===== src/rtl/prescaler_sched.sv =====
// prescaler_sched: shared tick scheduler. One free-running counter feeds
// CHANNELS strobe channels. Each channel produces a 1-cycle strobe every
// 2^sel cycles. Config updates go through a single shadow slot and are
// applied only at the target channel's period boundary, so no strobe is
// ever shortened or glitched.
// Optional feature: define PRESCALER_SCHED_CLKOUT_EN to build the per-channel
// 50% duty square-wave outputs on clk_o; otherwise clk_o is tied to 0.
module prescaler_sched #(
  parameter int CHANNELS = 4,
  parameter int CNT_W    = 8,
  parameter int SEL_W    = 4
) (
  input  logic                clk_16mhz_i,
  input  logic                rstn_i,
  input  logic                sync_i,
  input  logic                cfg_valid_i,
  output logic                cfg_ready_o,
  input  logic [2:0]          cfg_ch_i,
  input  logic [SEL_W-1:0]    cfg_sel_i,
  input  logic                cfg_en_i,
  output logic [CHANNELS-1:0] strobe_o,
  output logic [CHANNELS-1:0] clk_o,
  output logic                err_o
);

  localparam logic [0:0] ST_IDLE    = 1'b0;
  localparam logic [0:0] ST_PENDING = 1'b1;

  localparam logic [3:0]       CH_LIM  = 4'(CHANNELS);
  localparam logic [SEL_W:0]   SEL_MAX = (SEL_W + 1)'(CNT_W);

  logic [0:0]          state;
  logic [CNT_W-1:0]    cnt;
  logic [CHANNELS-1:0] en_r;
  logic [SEL_W-1:0]    sel_r [CHANNELS];

  logic [2:0]          sh_ch;
  logic [SEL_W-1:0]    sh_sel;
  logic                sh_en;
  logic                sh_force;

  logic [CHANNELS-1:0] hit;
  logic                target_ok;
  logic                handshake;
  logic                req_bad;
  logic                apply;

  // Low-bit mask for a period of 2^s cycles (s = CNT_W gives all ones).
  function automatic logic [CNT_W-1:0] sel_mask(input logic [SEL_W-1:0] s);
    logic [CNT_W:0] ext;
    ext = ({{CNT_W{1'b0}}, 1'b1} << s) - (CNT_W + 1)'(1);
    return ext[CNT_W-1:0];
  endfunction

  assign cfg_ready_o = (state == ST_IDLE);
  assign handshake   = cfg_valid_i && cfg_ready_o;
  assign req_bad     = ({1'b0, cfg_ch_i} >= CH_LIM) || ({1'b0, cfg_sel_i} > SEL_MAX);

  // Per-channel boundary detect and the apply decision for the pending slot.
  always_comb begin
    hit       = '0;
    target_ok = 1'b0;
    for (int c = 0; c < CHANNELS; c++) begin
      hit[c] = en_r[c] && ((cnt & sel_mask(sel_r[c])) == sel_mask(sel_r[c]));
      if (sh_ch == 3'(c)) begin
        target_ok = !en_r[c] || hit[c];
      end
    end
    apply = (state == ST_PENDING) && (sh_force || sync_i || target_ok);
  end

  // Shared free-running counter; sync restarts it for phase alignment.
  always_ff @(posedge clk_16mhz_i or negedge rstn_i) begin
    if (!rstn_i) begin
      cnt <= '0;
    end else if (sync_i) begin
      cnt <= '0;
    end else begin
      cnt <= cnt + CNT_W'(1);
    end
  end

  // Registered strobes, always computed from the config in force this cycle.
  always_ff @(posedge clk_16mhz_i or negedge rstn_i) begin
    if (!rstn_i) begin
      strobe_o <= '0;
    end else if (sync_i) begin
      strobe_o <= '0;
    end else begin
      strobe_o <= hit;
    end
  end

  // Config FSM: accept into the shadow slot, hold until the target boundary.
  always_ff @(posedge clk_16mhz_i or negedge rstn_i) begin
    if (!rstn_i) begin
      state    <= ST_IDLE;
      sh_ch    <= '0;
      sh_sel   <= '0;
      sh_en    <= 1'b0;
      sh_force <= 1'b0;
      err_o    <= 1'b0;
    end else begin
      err_o <= handshake && req_bad;
      if (handshake && !req_bad) begin
        state    <= ST_PENDING;
        sh_ch    <= cfg_ch_i;
        sh_sel   <= cfg_sel_i;
        sh_en    <= cfg_en_i;
        sh_force <= sync_i;
      end else if (apply) begin
        state    <= ST_IDLE;
        sh_force <= 1'b0;
      end
    end
  end

  // Live channel configuration, updated only on the apply edge.
  always_ff @(posedge clk_16mhz_i or negedge rstn_i) begin
    if (!rstn_i) begin
      en_r <= '0;
      for (int c = 0; c < CHANNELS; c++) begin
        sel_r[c] <= '0;
      end
    end else begin
      for (int c = 0; c < CHANNELS; c++) begin
        if (apply && (sh_ch == 3'(c))) begin
          en_r[c]  <= sh_en;
          sel_r[c] <= sh_sel;
        end
      end
    end
  end

`ifdef PRESCALER_SCHED_CLKOUT_EN
  logic [CHANNELS-1:0] clk_next;

  // Square wave per channel: counter bit sel-1 gives 50% duty at period 2^sel.
  always_comb begin
    logic [CNT_W-1:0] shv;
    shv      = '0;
    clk_next = '0;
    for (int c = 0; c < CHANNELS; c++) begin
      shv = cnt >> (sel_r[c] - SEL_W'(1));
      clk_next[c] = en_r[c] && (sel_r[c] != '0) && shv[0];
    end
  end

  // Register the square waves so clk_o is glitch-free.
  always_ff @(posedge clk_16mhz_i or negedge rstn_i) begin
    if (!rstn_i) begin
      clk_o <= '0;
    end else begin
      clk_o <= clk_next;
    end
  end
`else
  assign clk_o = '0;
`endif

endmodule

===== config.mk =====
export PLATFORM = sky130hd
export DESIGN_NAME = prescaler_sched
export DESIGN_NICKNAME = d
export VERILOG_FILES = /design/src/rtl/prescaler_sched.sv
export SDC_FILE = /design/constraint.sdc
export NUM_CORES = 1
export LEC_CHECK = 0
export ABC_CLOCK_PERIOD_IN_PS = 2800
export CELL_PAD_IN_SITES_DETAIL_PLACEMENT = 0
export CELL_PAD_IN_SITES_GLOBAL_PLACEMENT = 2
export CORE_MARGIN = 2
export CORE_UTILIZATION = 34
export DETAILED_ROUTE_END_ITERATION = 10
export GPL_ROUTABILITY_DRIVEN = 0
export PLACE_DENSITY_LB_ADDON = 0.1
export SYNTH_ARGS = -nofsm -noshare
export SYNTH_HDL_FRONTEND = slang
export SYNTH_SLANG_ARGS = --single-unit

===== constraint.sdc =====
create_clock -name clk_16mhz_i -period 2.8 [get_ports clk_16mhz_i]
set_clock_uncertainty 0.15 [all_clocks]
set_input_delay 0.56 -clock clk_16mhz_i [delete_from_list [all_inputs] [get_ports clk_16mhz_i]]
set_output_delay 0.56 -clock clk_16mhz_i [all_outputs]
set_load 0.02 [all_outputs]

==> impl_metrics.ini, run 1 <==
; generated from flow reports
[yosys]
async_flop_share_pct = 100
synthAdderAreaFrac_pct = 2.49
syn_area_per_cell_um2 = 10.2
top_cell_area_share_pct = 42.9
synth.cellmix.compoundShare_pct = 15.7
syn_area_um2 = 2510
yosysWarnings = 0
yosysCellCount = 247
xor_share_pct = 3.14

[pwr]
power_leader = combinational logic
finalPower_mw = 2.92
sw_frac_of_total_pct = 37.3
ir_drop_mv = 0.409
power_leakage_nw = 1.38
pwr-share-clk_pct = 17.3
p_seq_share_pct = 32.6
combPwrFrac_pct = 50.1

[layout]
dominant_cells = logic gates
buffer_area_share_pct = 14.5
fin_util_pct = 44.8
largest_register_ffs = 16
nNetsFinal = 318
antenna_cells = 0
final_area_um2 = 3230
fin_cells = 401
logic_area_um2 = 1420
lay_top_cells = 43 x dfrtp_1, 39 x buf_4, 21 x nor2_1, 16 x clkdlybuf4s50_1

[detailed_routing]
routed_wl_mm = 6.73
first_pass_iters = 4
ant_nets = 0
dr_wl_met2_mm = 3.38
dr.max_layer_used = met4
routedLengthMet1_mm = 3.15

[setup_path]
r2r_cells = 10
start_kind = register
path_cells = buf_4, nor3_2, nand2_1, ha_2, nor2b_1, a221oi_2, nand4b_1, a41oi_2, buf_6, mux2_1
path_class = register to register
crit_end = sel_r[11]
crit_family = simple AND/OR/NAND/NOR gates

[timing]
rsz0062_at_grt = true
maxSlewViolCount = 0
period_needed_ns = 2.75
period_used_pct = 98.1
hold_ws_ns = 0.0573

[floorplan]
die_h_um = 89.9
num_io_pins = 22
die_w_um = 89.9

[clock_tree]
root_buffer = clkbuf_8
cts_sinks = 43
post_cts_buffers = 2

[placement]
io_buffers = 17
place_ws_ns = -0.0598

[global_route]
use_met3_pct = 2.77
grtUsageMet1_pct = 23.1

[run_status]
status = complete, no violations

[min_path]
hold_class = input pin to asynchronous set/reset pin
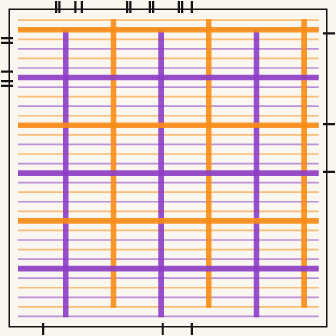
*PDN straps and rails, run 1*
Pins as bars on the die edge.
- VDD: orange
- VSS: purple
- met1 rails: 32
- met4 straps: 6
- signal pins: 22
- rows: 31
- met5 straps: 6

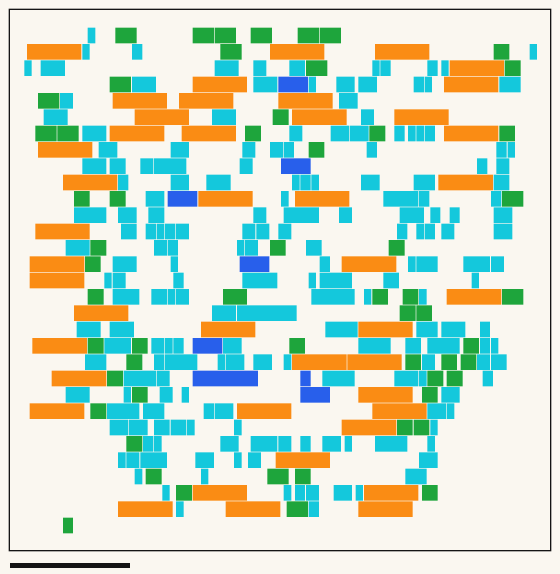
*Placed cells, one colour a class, run 1*
Bar = 20 um.
- clock drivers and dummy loads: blue (cells 8; share of their area 3.8%)
- combinational and other logic: cyan (cells 194; share of their area 46%)
- sequential cells: orange (cells 43; share of their area 35%)
- remaining buffers and delay cells: green (cells 57; share of their area 15%)

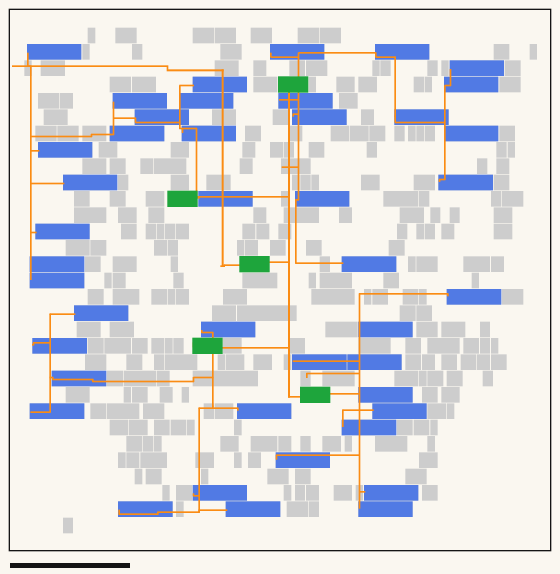
*Clock network drawn from the DEF, run 1*
Bar = 20 um.
- clock drivers: green (count 5)
- clock wires: orange (length 600 um)
- flip-flops: blue (count 43)
- routed clock nets: 6

==> run 2, diff against run 1 <==
Settings changed: HOLD_SLACK_MARGIN set to 0.06.
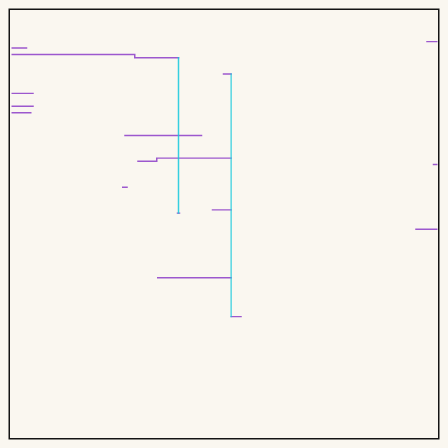
*Wiring by layer, run 2*
Only two layers are drawn.
- metal 4: cyan (wire length 83.6 um)
- metal 3: purple (wire length 119 um)
final WL: 6.73 mm
Routed WL per cell: 16.8 um
Tot GR Track Use: 17.3%
routed via count: 2030

==> impl_metrics.ini, run 2 <==
; generated from flow reports
[clock_tree]
root_buffer = clkbuf_8
clockBufferDepth = 2
cts_sinks = 43
cts_tree = built
post_cts_buffers = 2

[yosys]
common_cells = 43 x dfrtp_1, 22 x nor2_1, 15 x nand2_1, 15 x o21ai_0, 10 x mux2_1
synth.cellmix.compoundShare_pct = 15.7
syn_area_um2 = 2510
synthAdderAreaFrac_pct = 2.49
syn_area_per_cell_um2 = 10.2
ff_type = dfrtp_1
synthDistinctLibCells = 56
mux_share_pct = 10.6
xor_share_pct = 3.14
yosysCellCount = 247
async_flop_share_pct = 100
top_cell_area_share_pct = 42.9
yosysWarnings = 0
simple_gate_share_pct = 20.8

[pwr]
ir_drop_mv = 0.409
power_leader = combinational logic
sw_frac_of_total_pct = 37.3
power_leakage_nw = 1.38
combPwrFrac_pct = 50.1
p_sw_mw = 1.09
pwr-share-clk_pct = 17.3
finalPower_mw = 2.92
p_seq_share_pct = 32.6

[timing]
fin_ws_ns = 0.0529
maxSlewViolCount = 0
period_used_pct = 98.1
rsz0062_at_grt = true
hold_ws_ns = 0.0573
period_needed_ns = 2.75

[floorplan]
dieArea_um2 = 8090
taps = 99
num_io_pins = 22
die_w_um = 89.9
die_h_um = 89.9

[layout]
antenna_cells = 0
fin_cells = 401
dominant_cells = logic gates
lay_top_cells = 43 x dfrtp_1, 39 x buf_4, 21 x nor2_1, 16 x clkdlybuf4s50_1
syn2layout_area_growth_pct = 28.6
largest_register_ffs = 16
buffer_area_share_pct = 14.5
logic_area_um2 = 1420
comb_share_pct = 43.9
final_area_um2 = 3230
nNonClkInverters = 7
nNetsFinal = 318
layout_top_cell = dfrtp_1
fin_util_pct = 44.8

[detailed_routing]
dr.max_layer_used = met4
wl_met3_um = 118
first_pass_iters = 4
routedLengthMet1_mm = 3.15
ant_nets = 0
dr_wl_met2_mm = 3.38

[placement]
io_buffers = 17
place_ws_ns = -0.0598

[setup_path]
path_cells = buf_4, nor3_2, nand2_1, ha_2, nor2b_1, a221oi_2, nand4b_1, a41oi_2, buf_6, mux2_1
path_class = register to register
start_kind = register
r2r-start = sel_r[15]
r2r_end = sel_r[11]
crit_end = sel_r[11]
crit_family = simple AND/OR/NAND/NOR gates
reg2reg_slack_ns = 0.05
r2r_cells = 10
slowest_stage = dfrtp_1

[min_path]
hold_class = input pin to asynchronous set/reset pin

[global_route]
grtUsageMet1_pct = 23.1
use_met3_pct = 2.77

[flow_run]
warnings = 27

[run_status]
status = complete, no violations
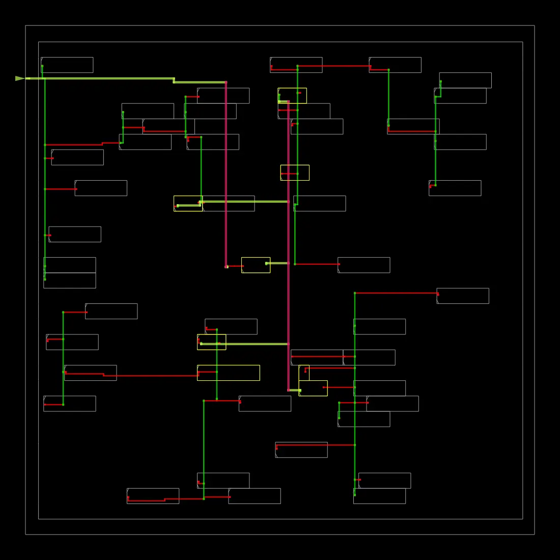
*Clock nets, run 2*
clk pwr: 0.506 mW
flop count: 43

==> run 3, diff against run 2 <==
Settings changed: CORE_MARGIN 2 to 10.
==> impl_metrics.ini, run 3 <==
; generated from flow reports
[run_status]
status = complete, no violations

[placement]
io_buffers = 17
place_ws_ns = -0.0481

[yosys]
mux_share_pct = 10.6
top_cell_area_share_pct = 42.9
async_flop_share_pct = 100
common_cells = 43 x dfrtp_1, 22 x nor2_1, 15 x nand2_1, 15 x o21ai_0, 10 x mux2_1
syn_area_per_cell_um2 = 10.2
synthAdderAreaFrac_pct = 2.49
xor_share_pct = 3.14
ff_type = dfrtp_1
yosysWarnings = 0
synthDistinctLibCells = 56
simple_gate_share_pct = 20.8
synth.cellmix.compoundShare_pct = 15.7
syn_area_um2 = 2510
yosysCellCount = 247

[detailed_routing]
dr.max_layer_used = met4
ant_nets = 0
dr_wl_met2_mm = 3.14
routedLengthMet1_mm = 3.03
wl_met3_um = 252
post_drt_wl_per_cell_um = 16.6
first_pass_iters = 4
num_vias = 2025

[timing]
fin_ws_ns = 0.0504
period_used_pct = 98.2
rsz0062_at_grt = true
hold_ws_ns = 0.0788
maxSlewViolCount = 0

[pwr]
combPwrFrac_pct = 51.5
power_leakage_nw = 1.38
power_leader = combinational logic
p_seq_share_pct = 33.2
finalPower_mw = 2.87

[layout]
nNonClkInverters = 7
nNetsFinal = 315
seq_cells = 43
dominant_cells = logic gates
syn2layout_area_growth_pct = 29.0
layout_top_cell = dfrtp_1
comb_share_pct = 44.6
lay_top_cells = 42 x dfrtp_1, 34 x buf_4, 20 x nor2_1, 16 x clkdlybuf4s50_1
antenna_cells = 0
buffer_area_share_pct = 14.3
fin_util_pct = 44.9
final_area_um2 = 3240

[setup_path]
start_kind = register
path_cells = buf_6, nor3_2, nand2_1, ha_2, nor2b_4, a221oi_2, nand4b_1, a41oi_4, mux2_4
r2r_end = sel_r[14]
r2r_cells = 9
reg2reg_slack_ns = 0.05
crit_family = AND-OR/OR-AND gates
path_class = register to register
r2r-start = sel_r[15]
slowest_stage = a41oi_4

[global_route]
gr-usage-all-layers_pct = 12.0
grtUsageMet1_pct = 15.4
use_met3_pct = 2.11

[clock_tree]
cts_tree = built
post_cts_buffers = 0
cts_sinks = 43
root_buffer = clkbuf_8

[floorplan]
die_h_um = 106
num_io_pins = 22
taps = 99

[flow_run]
warnings = 27

[min_path]
hold_class = input pin to asynchronous set/reset pin
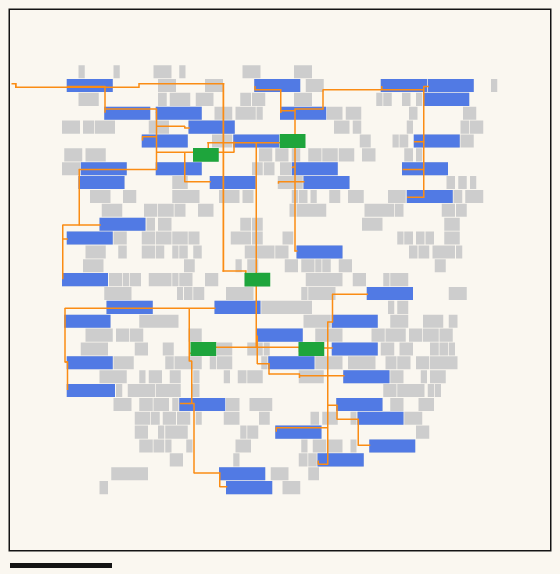
*Clock network drawn from the DEF, run 3*
Bar = 20 um.
- clock wires: orange (length 592 um)
- clock drivers: green (count 5)
- flip-flops: blue (count 43)
- flops lie: spread over the die
clk pwr: 0.439 mW
clock latency on the worst-skew pair: 0.30 ns
Clock Power Share: 15.3%

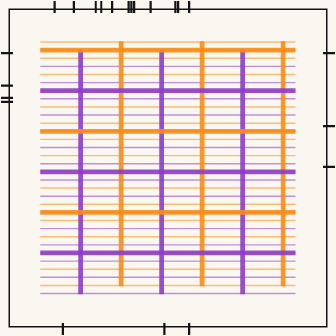
*PDN straps and rails, run 3*
Pins as bars on the die edge.
- VSS: purple
- VDD: orange
- met5 straps: 6
- signal pins: 22
- met1 rails: 32
- met4 straps: 6
- rows: 31

Power and IR drop assume default switching activity.
